Design game_sequencer, sky130hd; sources not shown.
Figure 1. Routing congestion map.
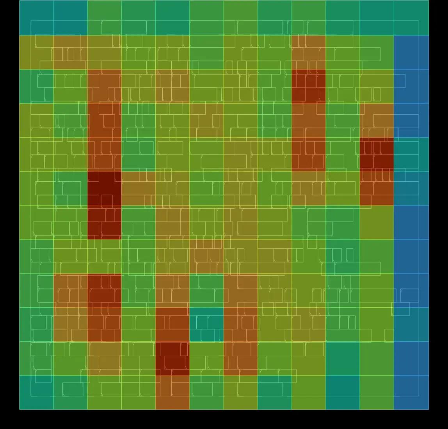
met2 usage: 30.21%
wire per inst: 13.92 µm

Figure 2. The metal 3 layer.
(3 px per µm)
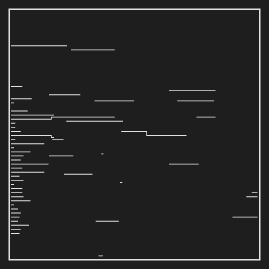
- wire length on this layer: 365 µm
- share of all routed wire: 5.8%
- longest straight run: 20.9 µm
- main direction: horizontal
- nets with wire on the layer: 48
GR Util met3: 4.573%
routed vias: 2447
final WL: 6306 µm

Figure 3. Selected gate families.
(6 px per µm)
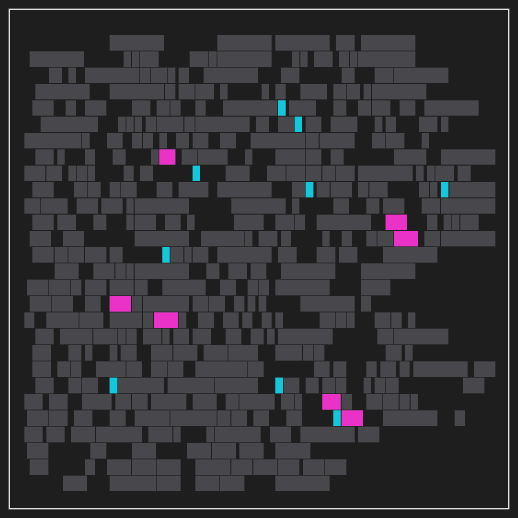
- inverters: cyan (cells 9)
- AND-OR and OR-AND gates: magenta (cells 7)
Commonest Layout Cell: dfrtp_1
fin cells: 453
logic gate fraction of the total cell area: 42.69%

==> summary.txt <==
flow finished, numbers: status=finished with violations, failing checks=setup timing, reg2reg setup slack=270 ps, WS Path Type=in -> out, Worst setup EP type=output pin, Total GRT Usage=18.99%, Fillers=525, Hold Path Class=in -> async, cell area after synthesis=0.002557 mm², Cell area leaders=dfrtp_1, xnor2_1, nand3_1, nand2_1, nor2_1, I/O pins=60, crit path time final=2613 ps, Hold-fix buffers, CTS=0, die area=0.006886 mm², routability cong.=0.8119, Syn Nets=roughly 320, Max VDD drop=1.058 mV, WL met2=2917 µm, Largest register FFs=20, CTS tree=done, root buffer cell=clkbuf_8, Die Width=82.98 µm, main flop type=dfrtp_1, area of the multi-input gates=0.001622 mm², number of max-cap violations=0, number of global-route vias before repair=2388, top layer used by detailed routing=met4, area grow syn2layout=48.53%, Yosys Chip Area=0.002557 mm², first-pass GRT wire length=between 10000 and 15000 µm, ys cells=284, Yosys top cell by instances=dfrtp_1, CP Max Fanout=6, RSZ-0062 raised after global routing=yes, P_leak=1.631 nW, DP HPWL=4886 µm, utilization after layout=around 63%, final setup violation count=12, row cnt=28, Post-synth top cells=dfrtp_1, nand2_1, nand3_1, Setup Skew=11.04 ps, CTS clk-pin slew, worst paths=80 ps, Gate Count Post-Synth=approximately 280, Final ANT Viol Nets=0, FP Core Util=42.69%, Die H=82.98 µm, Crit path arrival time=2130 ps, Total Power=2.258 mW, final hold slack=around 130 ps, Unique masters post-synth=57, Area after DPL=0.003580 mm², vias per inst=5.402, nets@finish=411, post-synth top area cell=dfrtp_1, Slew Limit Headroom=between 50% and 60%, TritonCTS Sinks=a little over 40, Final Worst Setup Slack=-213.1 ps, clk buf depth=2, R2R cell count=9, syn_area_per_cell=9.005 µm², final hold viol count=0, initial antenna violation count=0, number of buffers added on ports=59, Core Area=between 0.005 and 0.006 mm², gr ovfl total=0, DR WL met3=365 µm, htree depth=2, Setup TNS=-2182 ps, Power Density=between 500 and 600 mW/mm², Slew Limit Fails=0, Synth Seq Share=40.22%, measured slew at the worst slew-check pin=646.2 ps, tool warnings=30, remaining routing DRC violations=0, Dominant cell area share=38.16%, Iteration-0 DRC Markers=a little under 100, Yosys warnings=6, Max Fclk=between 300 and 400 MHz, period utilization=108.9%, share of cells above drive strength 1=28.04%, cts bufs inserted=5, post-synthesis async set-or-reset flop share=100.0%, cell area after layout=0.003799 mm², pin count of the biggest net entering global routing=22, dominant logic cell types in the final layout=dfrtp_1, buf_4, nand2_1, nand3_1, nor2_1, Crit path required time=1920 ps, Post-synth EDFFs=0, Post-synth regs=41, worst skew pair latency=290 ps, CP startpoint kind=input port, Antenna Cells=0, FF/Latch Area=0.001030 mm², M1 WL=~2900 µm, drt pass-1 iters=4
==> routing by layer <==
layer | vias up | GRT usage [%]
li1 | 1226 | -
met5 | - | 0
met1 | 1149 | 25.95
met3 | 8 | 4.573
met2 | 64 | 30.21
met4 | 0 | 5.216
==> kinds of logic (layout without fill, tap and decap cells) <==
family | after synthesis | after routing | share of synthesized area [%]
DFF | 41 | 41 | 40.22
buffers and inverters | 21 | 115 | 4.403
muxes | 5 | 5 | 2.104
xor gates and xnor gates | 20 | 20 | 6.849
adders and majority gates | 4 | 4 | 1.957
AOI/OAI and AO/OA | 34 | 34 | 10.32
and+or+nand+nor | 159 | 159 | 34.15
==> critical path, stage by stage <==
cell and delay, ps:
buf_6 90, nand2b_4 130, o32a_1 360, a21oi_2 180
o31ai_4 90, or2_4 290, buf_6 150, nor3_4 170
buf_6 180
==> final cells by class <==
type,count,area share [%]
well taps,75,2.470
flip-flops and latches,41,27.11
inverters,9,0.8893
clock buffers,6,2.174
clock inverters,2,0.3623
multi-input cells,222,42.69
repair buffers,98,24.31
==> through the flow <==
step / setup WS [ps] / cells
finish: -213.1 / 453
global route: -256.3 / 453
CTS: -240.3 / 452
detailed placement: -775.0 / 440
global placement: -726.9 / 440
floorplan: -453.8 / 284
==> what timing repair did <==
item | 4_1_cts | 5_1_grt
endpoints found under the setup margin | 14 | 15
resized | 51 | 8
buffers inserted | 4 | 1
pin swaps | 17 | 8
==> report_power, final <==
part | total [mW] | internal, mW | switching, mW
registers | 0.777 | 0.741 | 0.0356
logic | 0.998 | 0.357 | 0.641
clock network | 0.483 | 0.233 | 0.250
total | 2.26 | 1.33 | 0.927
No activity file was given, so power comes from the tool's default toggle rates.
